## config.mk

```make
export PLATFORM = sky130hd
export DESIGN_NAME = md_sequencer
export DESIGN_NICKNAME = d
export VERILOG_FILES = /design/src/rtl/md_pkg.sv /design/src/rtl/md_sequencer.sv
export SDC_FILE = /design/constraint.sdc
export NUM_CORES = 1
export LEC_CHECK = 0
export CAP_MARGIN = 40
export CORE_MARGIN = 2
export CORE_UTILIZATION = 40
export DETAILED_ROUTE_END_ITERATION = 8
export PLACE_DENSITY_LB_ADDON = 0.08
export SYNTH_ARGS = -nofsm -noshare
export SYNTH_HDL_FRONTEND = slang
export SYNTH_SLANG_ARGS = --single-unit
```

## constraint.sdc

```tcl
create_clock -name clk -period 3.9 [get_ports clk]
set_input_delay 1.17 -clock clk [delete_from_list [all_inputs] [get_ports clk]]
set_output_delay 1.17 -clock clk [all_outputs]
set_load 0.005 [all_outputs]
```

## src/rtl/md_pkg.sv

```systemverilog
// Shared definitions for the multiply/divide issue sequencer.
package md_pkg;

    localparam int MD_MULT_LAT = 5;
    localparam int MD_DIV_LAT  = 10;

    typedef enum logic [3:0] {
        MD_NONE  = 4'd0,
        MD_MULT  = 4'd1,
        MD_MULTU = 4'd2,
        MD_DIV   = 4'd3,
        MD_DIVU  = 4'd4,
        MD_MTHI  = 4'd5,
        MD_MTLO  = 4'd6,
        MD_MFHI  = 4'd7,
        MD_MFLO  = 4'd8
    } md_op_e;

    typedef enum logic [1:0] {
        ST_IDLE = 2'd0,
        ST_MUL  = 2'd1,
        ST_DIV  = 2'd2
    } md_state_e;

endpackage

```

## src/rtl/md_sequencer.sv

```systemverilog
// Issue/completion control for the external multiply/divide datapath.
// Owns architectural HI/LO and drives busy/start/stall for hazards.
module md_sequencer
    import md_pkg::*;
#(
    parameter int MULT_LAT = MD_MULT_LAT,
    parameter int DIV_LAT  = MD_DIV_LAT
) (
    input  logic        clk,
    input  logic        rst_n,
    input  logic        valid_i,
    input  logic [3:0]  op_i,
    input  logic [31:0] a_i,
    input  logic [31:0] b_i,
    input  logic        req_i,
    input  logic        d_is_md_i,
    output logic [3:0]  dp_op_o,
    output logic [31:0] dp_a_o,
    output logic [31:0] dp_b_o,
    input  logic [31:0] dp_hi_i,
    input  logic [31:0] dp_lo_i,
    output logic        start_o,
    output logic        busy_o,
    output logic        stall_o,
    output logic [31:0] hi_o,
    output logic [31:0] lo_o,
    output logic [31:0] rd_data_o
);

    localparam int MAXL = (MULT_LAT > DIV_LAT) ? MULT_LAT : DIV_LAT;
    localparam int CW   = $clog2(MAXL + 1);

    localparam logic [CW-1:0] MUL_END = CW'(MULT_LAT);
    localparam logic [CW-1:0] DIV_END = CW'(DIV_LAT);

    md_state_e     state;
    logic [CW-1:0] cnt;

    logic is_mul;
    logic is_div;
    logic can_go;
    logic dp_div0;

    assign is_mul  = (op_i == MD_MULT) || (op_i == MD_MULTU);
    assign is_div  = (op_i == MD_DIV)  || (op_i == MD_DIVU);
    assign can_go  = (state == ST_IDLE) && valid_i && !req_i;
    assign start_o = can_go && (is_mul || is_div);
    assign busy_o  = (state != ST_IDLE);
    assign stall_o = d_is_md_i && (busy_o || start_o);

    // A zero divisor runs the full latency but leaves HI/LO untouched
    assign dp_div0 = ((dp_op_o == MD_DIV) || (dp_op_o == MD_DIVU))
                     && (dp_b_o == 32'd0);

    always_comb begin
        rd_data_o = 32'd0;
        if (op_i == MD_MFHI)
            rd_data_o = hi_o;
        else if (op_i == MD_MFLO)
            rd_data_o = lo_o;
    end

    always_ff @(posedge clk or negedge rst_n) begin
        if (!rst_n) begin
            state   <= ST_IDLE;
            cnt     <= '0;
            hi_o    <= 32'd0;
            lo_o    <= 32'd0;
            dp_op_o <= 4'd0;
            dp_a_o  <= 32'd0;
            dp_b_o  <= 32'd0;
        end else begin
            unique case (state)
                ST_IDLE: begin
                    if (start_o) begin
                        dp_op_o <= op_i;
                        dp_a_o  <= a_i;
                        dp_b_o  <= b_i;
                        cnt     <= CW'(1);
                        state   <= is_mul ? ST_MUL : ST_DIV;
                    end else if (can_go && (op_i == MD_MTHI)) begin
                        hi_o <= a_i;
                    end else if (can_go && (op_i == MD_MTLO)) begin
                        lo_o <= a_i;
                    end
                end
                ST_MUL: begin
                    if (cnt == MUL_END) begin
                        hi_o  <= dp_hi_i;
                        lo_o  <= dp_lo_i;
                        cnt   <= '0;
                        state <= ST_IDLE;
                    end else begin
                        cnt <= cnt + CW'(1);
                    end
                end
                ST_DIV: begin
                    if (cnt == DIV_END) begin
                        if (!dp_div0) begin
                            hi_o <= dp_hi_i;
                            lo_o <= dp_lo_i;
                        end
                        cnt   <= '0;
                        state <= ST_IDLE;
                    end else begin
                        cnt <= cnt + CW'(1);
                    end
                end
                default: begin
                    cnt   <= '0;
                    state <= ST_IDLE;
                end
            endcase
        end
    end

endmodule

```

**Pin placement**

The bar under the picture is 50 um long. Pins as bars across the die edge, other pins in grey.
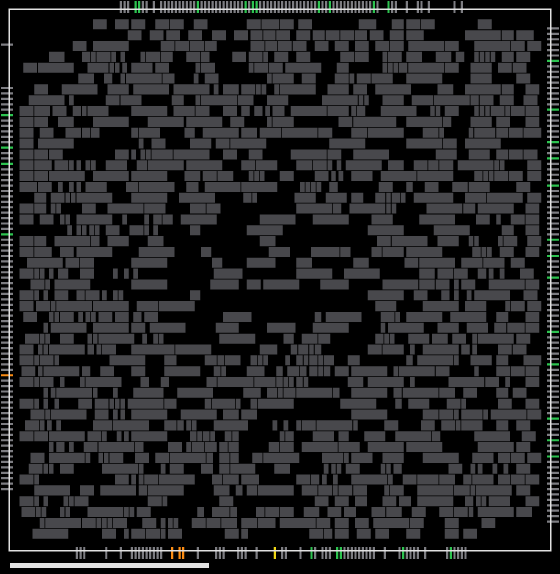
- yellow: `d_is_md_i` (pins 1; direction input; edge bottom)
- green: `dp_lo_i` (pins 32; direction input; edge 13 right, 10 top, 5 bottom, 4 left)
- orange: `dp_op_o` (pins 4; direction output; edge 3 bottom, 1 left)
- all pins by edge: 92 right, 77 top, 76 left, 59 bottom

**Clock routing**

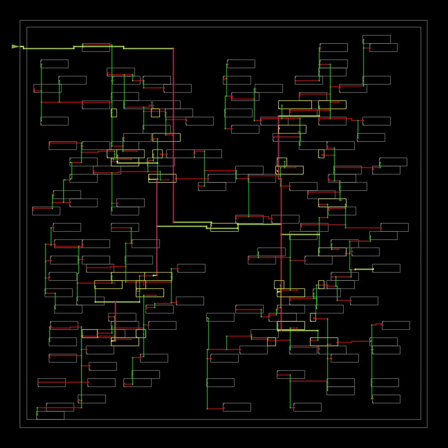
registers: 138
number of sinks driven by the clock tree: 138
worst-case clock skew: 0.00951 ns

==> impl_metrics.ini <==
; yosys + openroad results
[clock_tree]
cts_hold_repair.buffers = 0
htree_num_levels = 4

[final_timing]
slew_headroom_pct = 49.1
postLayoutSetupSlackWorst_ns = 0.0671

[cells_and_area]
drive_gt1_share_pct = 17.8
clock_buffers = 18
final.fill_count = 1348

[floorplan]
vertical_die_size_um = 136
core_region_area_sq_mm = 0.0171

[pwr]
power.net_switching_uw = 2480
p_int_uw = 5410
p_seq_share_pct = 33.9
power.switching_fraction_pct = 31.4

[yosys]
syn_inst = 650
yosys_area_sq_mm = 0.00692
topCombFamilyByArea = simple AND/OR/NAND/NOR gates
fraction_of_the_mapped_netlist_area_in_adder_cells_pct = 0.723
synth.net_count = 791

[drt]
via_count = 5956
topRoutingLayerUsed = met4
route.layer.met1.wl_mm = 9.17
firstDrtPassIters = 6
routed_via_density = 4.97

[job]
tool_warning_count = 29

[run_status]
run_status = finished clean

[critical_path]
cp-startpoint = op_i[2]
worstSetupEndpointType = output pin

[grt]
globalRouteMet1Util_pct = 30.5
**Zoomed window**

The bar under the picture is 20 um long. Window x 43 to 93, y 70 to 120 um. Cells in grey, sequential cells in the stronger grey; small squares are vias.
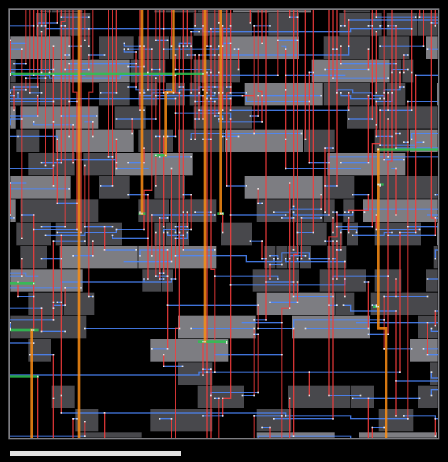
- green: M3
- blue: M1
- red: M2
- orange: M4
- netlist names of flops here include: `hi_o` (8), `lo_o` (7), `dp_a_o` (5)
- sequential cells in the window: 20
- most frequent: nand2_1 (25), clkdlybuf4s50_1 (21), dfrtp_1 (20)
- cells with their middle in the window: 113

